<file path="src/rtl/risc16_control.sv">
// risc16_control: multi-cycle control unit and PC owner for the RISC-16 core.
// Sequences FETCH -> DECODE -> (EXEC | MEM | WB) -> FETCH and drives the
// register-file, ALU and data-memory controls. Every output is registered.
// Optional build macro RISC16_MEM_TIMEOUT_EN adds a handshake wait limit
// (TIMEOUT_CYC) that halts the core and raises a sticky mem_err.
module risc16_control #(
    parameter logic [15:0] PC_RESET = 16'h0000
`ifdef RISC16_MEM_TIMEOUT_EN
    ,
    parameter int unsigned TIMEOUT_CYC = 16
`endif
) (
    input  logic        clk,
    input  logic        rst_n,
    output logic        imem_req,
    input  logic        imem_ready,
    input  logic [15:0] imem_rdata,
    output logic [15:0] pc,
    input  logic [15:0] reg_out1,
    input  logic [15:0] reg_out2,
    output logic        WE_rf,
    output logic [1:0]  MUX_tgt,
    output logic        MUX_rf,
    output logic [2:0]  rA,
    output logic [2:0]  rB,
    output logic [2:0]  rC,
    output logic [1:0]  alu_op,
    output logic        alu_src_imm,
    output logic [15:0] imm16,
    output logic        dmem_req,
    output logic        dmem_we,
    input  logic        dmem_ready,
    output logic        halted,
    output logic        mem_err
);

    localparam logic [2:0] OP_ADD  = 3'd0;
    localparam logic [2:0] OP_ADDI = 3'd1;
    localparam logic [2:0] OP_NAND = 3'd2;
    localparam logic [2:0] OP_LUI  = 3'd3;
    localparam logic [2:0] OP_SW   = 3'd4;
    localparam logic [2:0] OP_LW   = 3'd5;
    localparam logic [2:0] OP_BEQ  = 3'd6;
    localparam logic [2:0] OP_JALR = 3'd7;

    typedef enum logic [2:0] {
        S_FETCH  = 3'd0,
        S_DECODE = 3'd1,
        S_EXEC   = 3'd2,
        S_MEM    = 3'd3,
        S_WB     = 3'd4,
        S_HALT   = 3'd5
    } state_t;

    state_t      state;
    logic [15:0] ir;
    logic [2:0]  op;
    logic        wait_expired;

    assign op = ir[15:13];
    assign rA = ir[12:10];
    assign rB = ir[9:7];
    assign rC = ir[2:0];

    // Immediate: LUI takes the upper ten bits, everything else sign-extends IR[6:0].
    function automatic logic [15:0] imm_of(input logic [15:0] w);
        if (w[15:13] == OP_LUI) return {w[9:0], 6'b0};
        return {{9{w[6]}}, w[6:0]};
    endfunction

    // Static controls per opcode: {alu_op, alu_src_imm, MUX_rf, MUX_tgt}.
    function automatic logic [5:0] ctrl_of(input logic [2:0] opc);
        case (opc)
            OP_ADD:  return {2'b00, 1'b0, 1'b1, 2'b01};
            OP_ADDI: return {2'b00, 1'b1, 1'b0, 2'b01};
            OP_NAND: return {2'b01, 1'b0, 1'b1, 2'b01};
            OP_LUI:  return {2'b10, 1'b1, 1'b0, 2'b01};
            OP_SW:   return {2'b00, 1'b1, 1'b0, 2'b00};
            OP_LW:   return {2'b00, 1'b1, 1'b0, 2'b00};
            OP_BEQ:  return {2'b00, 1'b0, 1'b0, 2'b00};
            default: return {2'b00, 1'b0, 1'b0, 2'b10};
        endcase
    endfunction

`ifdef RISC16_MEM_TIMEOUT_EN
    localparam int unsigned CNT_W = $clog2(TIMEOUT_CYC + 1);

    logic [CNT_W-1:0] wait_cnt;
    logic             waiting;

    assign waiting      = (imem_req && !imem_ready) || (dmem_req && !dmem_ready);
    assign wait_expired = waiting && (wait_cnt == CNT_W'(TIMEOUT_CYC - 1));

    // Count consecutive stalled handshake cycles; any non-waiting cycle clears it.
    always_ff @(posedge clk) begin
        if (!rst_n)       wait_cnt <= '0;
        else if (waiting) wait_cnt <= wait_cnt + CNT_W'(1);
        else              wait_cnt <= '0;
    end

    // Sticky handshake-timeout flag.
    always_ff @(posedge clk) begin
        if (!rst_n)            mem_err <= 1'b0;
        else if (wait_expired) mem_err <= 1'b1;
    end
`else
    assign wait_expired = 1'b0;
    assign mem_err      = 1'b0;
`endif

    // Main sequencer: state, PC, IR and all registered control outputs.
    always_ff @(posedge clk) begin
        if (!rst_n) begin
            state       <= S_FETCH;
            pc          <= PC_RESET;
            ir          <= '0;
            imm16       <= '0;
            imem_req    <= 1'b0;
            dmem_req    <= 1'b0;
            dmem_we     <= 1'b0;
            WE_rf       <= 1'b0;
            MUX_tgt     <= '0;
            MUX_rf      <= 1'b0;
            alu_op      <= '0;
            alu_src_imm <= 1'b0;
            halted      <= 1'b0;
        end else begin
            case (state)
                S_FETCH: begin
                    if (imem_req && imem_ready) begin
                        imem_req <= 1'b0;
                        ir       <= imem_rdata;
                        imm16    <= imm_of(imem_rdata);
                        {alu_op, alu_src_imm, MUX_rf, MUX_tgt} <= ctrl_of(imem_rdata[15:13]);
                        state    <= S_DECODE;
                    end else if (wait_expired) begin
                        imem_req <= 1'b0;
                        halted   <= 1'b1;
                        state    <= S_HALT;
                    end else begin
                        imem_req <= 1'b1;
                    end
                end
                S_DECODE: begin
                    case (op)
                        OP_LW, OP_SW: begin
                            dmem_req <= 1'b1;
                            dmem_we  <= (op == OP_SW);
                            state    <= S_MEM;
                        end
                        OP_BEQ: state <= S_EXEC;
                        OP_JALR: begin
                            if (ir[6:0] != 7'd0) begin
                                halted <= 1'b1;
                                state  <= S_HALT;
                            end else begin
                                WE_rf <= 1'b1;
                                state <= S_WB;
                            end
                        end
                        default: begin
                            WE_rf <= 1'b1;
                            state <= S_WB;
                        end
                    endcase
                end
                S_EXEC: begin
                    pc       <= (reg_out1 == reg_out2) ? pc + 16'd1 + imm16 : pc + 16'd1;
                    imem_req <= 1'b1;
                    state    <= S_FETCH;
                end
                S_MEM: begin
                    if (dmem_ready) begin
                        dmem_req <= 1'b0;
                        dmem_we  <= 1'b0;
                        if (op == OP_SW) begin
                            pc       <= pc + 16'd1;
                            imem_req <= 1'b1;
                            state    <= S_FETCH;
                        end else begin
                            WE_rf <= 1'b1;
                            state <= S_WB;
                        end
                    end else if (wait_expired) begin
                        dmem_req <= 1'b0;
                        dmem_we  <= 1'b0;
                        halted   <= 1'b1;
                        state    <= S_HALT;
                    end
                end
                S_WB: begin
                    WE_rf    <= 1'b0;
                    pc       <= (op == OP_JALR) ? reg_out1 : pc + 16'd1;
                    imem_req <= 1'b1;
                    state    <= S_FETCH;
                end
                S_HALT: begin
                    halted <= 1'b1;
                end
                default: begin
                    imem_req <= 1'b0;
                    state    <= S_FETCH;
                end
            endcase
        end
    end

endmodule

</file>
<file path="config.mk">
export PLATFORM = sky130hd
export DESIGN_NAME = risc16_control
export DESIGN_NICKNAME = d
export VERILOG_FILES = /design/src/rtl/risc16_control.sv
export SDC_FILE = /design/constraint.sdc
export NUM_CORES = 1
export LEC_CHECK = 0
export CORE_ASPECT_RATIO = 0.8
export CORE_MARGIN = 3
export CORE_UTILIZATION = 30
export CTS_BUF_LIST = sky130_fd_sc_hd__clkbuf_16
export CTS_CLUSTER_SIZE = 10
export DETAILED_ROUTE_END_ITERATION = 10
export PLACE_DENSITY = 0.63
export SKIP_CTS_REPAIR_TIMING = 1
export SYNTH_ARGS = -nofsm -noshare
export SYNTH_HDL_FRONTEND = slang
export SYNTH_SLANG_ARGS = --single-unit
</file>
<file path="constraint.sdc">
create_clock -name clk -period 4.55 [get_ports clk]
set_input_delay 0.91 -clock clk [delete_from_list [all_inputs] [get_ports clk]]
set_output_delay 0.91 -clock clk [all_outputs]
set_load 0.01 [all_outputs]
</file>
### Ports around the boundary, run 1

(3 px per um) Pins as bars across the die edge, other pins in grey.
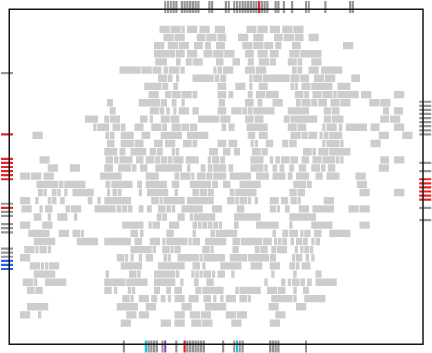
colour	port	pins	direction	edge
blue	rA	3	output	left
cyan	alu_op	2	output	bottom
red	imm16	16	output	8 left, 6 right, 1 top, 1 bottom
purple	rst_n	1	input	bottom
all pins by edge	38 top, 27 bottom, 21 left, 19 right

### Zoomed window, run 1

Window x 56 to 81, y 21 to 46 um. Cells in grey, sequential cells in the stronger grey; small squares are vias.
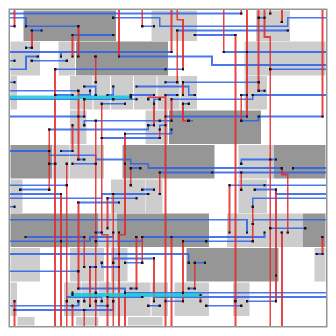
colour	layer
cyan	M3
blue	M1
red	M2
most frequent	nand2_1 (11), dfxtp_1 (8), a21boi_0 (6)
netlist names of flops here include	ir (4), imm16 (3)
cells with their middle in the window	39
sequential cells in the window	8

### Track usage over the die, run 1

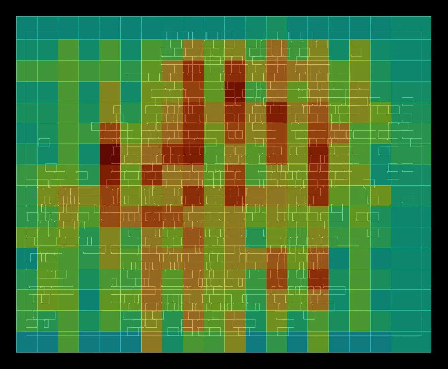
final core occ: 0.4169
met2 Use GR: 0.2633
GR peak layer: met2
GRT Resource Usage Total: 0.1685

### Selected gate families, run 1

(2 px per um)
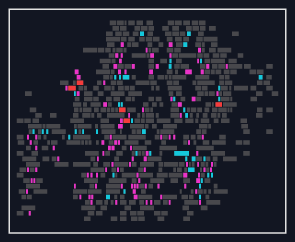
colour	family	cells
magenta	nand cells	105
red	mux cells	5
cyan	nor cells	42
most instantiated logic cell after routing: clkdlybuf4s50_1
Layout Cells excl Fill: 771
logic share of the area: 0.4861

==> results.ini, run 1 <==
[route]
drt_iter0_drc=305
firstDrtPassIters=5
ant_nets=0
via_count=4102
wire_per_inst_um=17.09

[status]
run_status=finished clean

[die]
num_io_pins=105
die_x_um=137.4
die_height_um=111.2

[clock_network]
path_clk_slew_ns=0.06
cts.sinks=61
cts_root_buf=clkbuf_16
clock.latency.late_pin_ns=0.33
cts_buffer_depth=2
h-tree-depth=3
cts_tree=done
numCtsBuffers=9

[pwr]
power_w=0.001541
ir_worst_vdd_mv=0.1740
leakage_nw=2.236
power.density_nw_per_um2=280.2

[final_timing]
worst_slew_pin_slew_ns=0.8545
min_period_ns=3.383
worst_slack_ns=1.167
max_freq_mhz=295.6
fin_crit_sh=0.7435
maxSlewHeadroom=0.4285
fin_skew_ns=0.006083
finalSetupTns_ns=0

[yosys]
edf_count=0
syn-cell-area_um2=4146
yosysWarnings=0
ys_seq_elements=61
netlist_logic_family_top=AND-OR/OR-AND gates
synth_cell_type_count=67
floorplan.nets=583
yosysCellCount=510
synthAdderAreaFrac=0.06518
ys_sh_mux=0.01237
syn_area_per_cell_um2=8.130
top_cells_by_area=dfxtp_1 29%, xor2_1 6.8%, nand2_1 6.6%
synthArstFlopShare=0

[worst_setup_path]
crit_slowest_cell=dfxtp_1
worst-setup-path-type=reg -> reg
cp_data_required_time_ns=4.76
worstPathCellList=nand3_1 -> nor2_1 -> nand3_1 -> xnor2_1 -> ha_1 -> and4_1 -> a221o_1 -> a21oi_1 -> mux2i_1 -> mux2i_1 -> or3_1
worstSetupEndpointType=flip-flop

[finish]
nets=664
clock_area_frac=0.05027
area_growth_pct=32.65
comb.multi_input.count=401
sh_seq_area=0.2220
n_antenna_cell=0
seq_area_um2=1221
inv_count=9
drive_above_1_share=0.05872

[grt]
grt-ovfl-total=0
first_global_vias=3847
use_met3=0.03993
antenna_found_initial=0
grtUsageMet1=0.2253
grt_max_degree=40

[run]
drv_cap=0
warnings=30

[place]
gp_congestion=0.8890
io_buffers=103

[worst_hold_path]
hold_class=reg -> reg

## run 1: path summary, 6_finish.rpt
kind | startpoint | to | slack, ns | depth (start not counted)
max reg2reg | pc[0] | pc[15] | 1.17 | 11
min reg2reg | ir[5] | ir[5] | 0.46 | 2
max | pc[0] | pc[15] | 1.17 | 11
min | ir[5] | ir[5] | 0.46 | 2
## run 1: flip-flops by register name, summed over array words and instances (netlist names)
register	flops
ir	15
dmem_req	1
dmem_we	1
imem_req	1
alu_src_imm	1
MUX_tgt	2
state	3
pc	16
alu_op	2
halted	1
imm16	16
MUX_rf	1
WE_rf	1
## run 1: routing by layer
| metal | vias to the layer above | part of all wire |
|---|---|---|
| li1 | 2009 | - |
| met1 | 1953 | 0.46 |
| met2 | 125 | 0.47 |
| met3 | 15 | 0.063 |
| met4 | 0 | 0.013 |
| met5 | - | 0 |
## run 1: power by group
group	total, W	switching, W	internal (W)
clock network	0.000630	0.000260	0.000370
logic	0.000308	0.000153	0.000155
registers	0.000603	0.0000380	0.000565
total	0.00154	0.000451	0.00109
## run 1: synth_stat cells, types with 2 or more instances
cell	instances
buf_4	14
nand4_1	7
o2111a_1	2
a21boi_0	26
nand2b_1	5
a21o_1	9
nor2_1	30
o31ai_1	3
nand3_1	18
o21a_1	3
clkbuf_1	15
a21boi_1	3
a31oi_1	8
xor2_1	32
o311ai_1	2
and3_1	7
buf_2	9
inv_1	9
a22oi_1	2
nor4_1	4
o21ai_0	25
mux2i_1	4
a221o_1	5
dfxtp_1	61
nand2_1	73
o211a_1	8
o211ai_1	6
a221oi_1	8
and4_1	3
a22o_1	2
o21ai_1	5
nor2b_1	3
ha_1	20
or2_2	2
and2_1	4
a211oi_1	4
a21oi_1	30
nor3_1	2
xnor2_1	9
==> run 2, diff against run 1 <==
- PLACE_DENSITY: 0.63 -> 0.65
- clock period: 4.55 -> 2.9 ns (I/O delays scaled with it)
### Ports around the boundary, run 2

(3 px per um) Pins as bars across the die edge, other pins in grey.
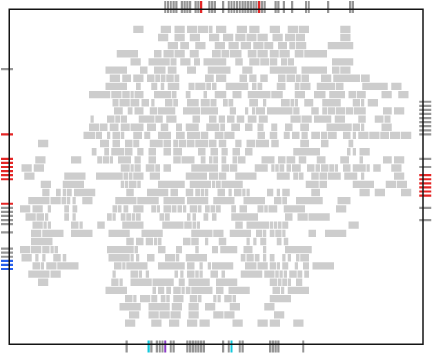
colour	port	pins	direction	edge
purple	rst_n	1	input	bottom
red	imm16	16	output	8 left, 6 right, 2 top
cyan	alu_op	2	output	bottom
blue	rA	3	output	left
all pins by edge	39 top, 26 bottom, 21 left, 19 right
Port Buffers: 103
die height: 111.2 um
die outline width: 137.4 um

### Sequential cells grouped by signal name, run 2

(2 px per um) Other sequential cells in the stronger grey, the rest of the logic in the fainter grey.
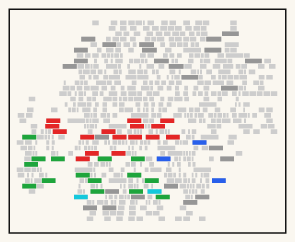
colour	netlist name	placed flops
blue	state	3
green	ir	15
red	imm16	16
cyan	alu_op	2
Seq group: 0.000940 W
Flop area: 1246 um^2
final core occ: 0.4596
Seq area share: 0.2055

==> run 2 against run 1 <==
The flow now finishes with violations (setup timing). Flip-flop count is the same. Cell area grew 10%. Global-route usage grew 1.1 points. Cell count grew 6.9%. Critical endpoint unchanged. Maximum frequency grew 14%. Utilization grew 4.3 points. Clock power grew 54%. Via count grew 4.8%. Worst setup slack lost 1.2 ns. First-iteration DRC count grew 35%.
==> results.ini, run 2 <==
[status]
run_status=finished with violations  ; was finished clean
violations=setup timing

[worst_hold_path]
hold_depth=2  ; unchanged

[finish]
drive_above_1_share=0.1818  ; was 0.05872
n_antenna_cell=0  ; unchanged
area_growth_pct=46.23  ; was 32.65%
final_common_cell=clkdlybuf4s50_1  ; unchanged
nets=718  ; was 664

[clock_network]
cts.sinks=61  ; unchanged
numCtsBuffers=9  ; unchanged
path_clk_slew_ns=0.05  ; was 0.06 ns
h-tree-depth=3  ; unchanged

[yosys]
synthArstFlopShare=0  ; unchanged
syn_area_per_cell_um2=8.130  ; unchanged
synthAdderAreaFrac=0.06518  ; unchanged
yosysCellCount=510  ; unchanged
netlist_logic_family_top=AND-OR/OR-AND gates  ; unchanged
netlist_top_cells_count=73 x nand2_1, 61 x dfxtp_1, 32 x xor2_1  ; unchanged
yosysWarnings=0  ; unchanged
edf_count=0  ; unchanged
top_cells_by_area=dfxtp_1 29%, xor2_1 6.8%, nand2_1 6.6%  ; unchanged
syn-cell-area_um2=4146  ; unchanged
most_common_cell=nand2_1  ; unchanged

[final_timing]
worst_slack_ns=-0.06526  ; was 1.167 ns
setup_violations=1  ; was 0
fin_skew_ns=0.005066  ; was 0.006083 ns

[die]
num_io_pins=105  ; unchanged

[route]
firstDrtPassIters=5  ; unchanged
wire_per_inst_um=16.94  ; was 17.09 um
drt_iter0_drc=412  ; was 305

[grt]
first_global_vias=4169  ; was 3847
antenna_found_initial=0  ; unchanged
grtUsageTotal=0.1796  ; was 0.1685

[worst_setup_path]
rr_endpoint=pc[15]  ; unchanged
rr_startpoint=pc[9]  ; was pc[0]

[pwr]
power.density_nw_per_um2=407.5  ; was 280.2 nW/um^2

==> run 2: netlist changes by cell type in the layout (fill, tap and decap cells not counted), moves of 3 or more <==
cell      delta
dfxtp_4      +5
nand3_1      -3
dfxtp_1     -10
xnor2_1      -4
a21oi_2      +3
buf_4       +51
clkinv_4     -3
dfxtp_2      +5
xnor2_2      +4
a21oi_1      -3
ha_1         -3
==> run 2: final cells by class <==
cell class	instances	area share
Tap cell	175	0.03611
Clock inverter	6	0.006397
Inverter	9	0.005572
Clock buffer	9	0.03714
Timing Repair Buffer	163	0.2476
Multi-Input combinational cell	401	0.4616
Sequential cell	61	0.2055
==> run 2: routing by layer <==
layer	vias to the layer above	track usage	wire length, um
met4	0	0.03923	154
met2	138	0.2802	6396
met3	14	0.05399	944
met1	2041	0.2435	6459
met5	-	0	0
li1	2104	-	-
==> run 2: cells by family after synthesis <==
group,after synthesis
simple gates,168
compound gates,164
flops,61
buf+inv,48
xor+xnor,42
fa+ha+maj,21
mux,5
other cells,1
==> run 2: critical path, cell delays in order, from the launching register on <==
cell	delay [ns]
dfxtp_2	0.33
and4_4	0.25
and3_4	0.19
nand3_2	0.09
xnor2_2	0.16
ha_1	0.31
a21o_1	0.17
a21o_1	0.18
a221o_1	0.35
a21oi_2	0.14
mux2i_1	0.27
mux2i_1	0.10
or3_1	0.32
==> run 2: through the flow <==
step,util,total power (W)
2_1_floorplan,-,0.001208
3_3_place_gp,0.4245,0.001487
3_5_place_dp,0.4245,0.001495
4_1_cts,0.4445,0.002481
5_1_grt,0.4596,0.002591
6_report,0.4596,0.002471
==> run 2: where the power goes <==
group	switching [W]	internal, W	total (W)
registers	0.0000549	0.000886	0.000940
logic	0.000265	0.000295	0.000560
clock network	0.000399	0.000571	0.000970
total	0.000719	0.00175	0.00247
Power is estimated from default activity; no workload was simulated.
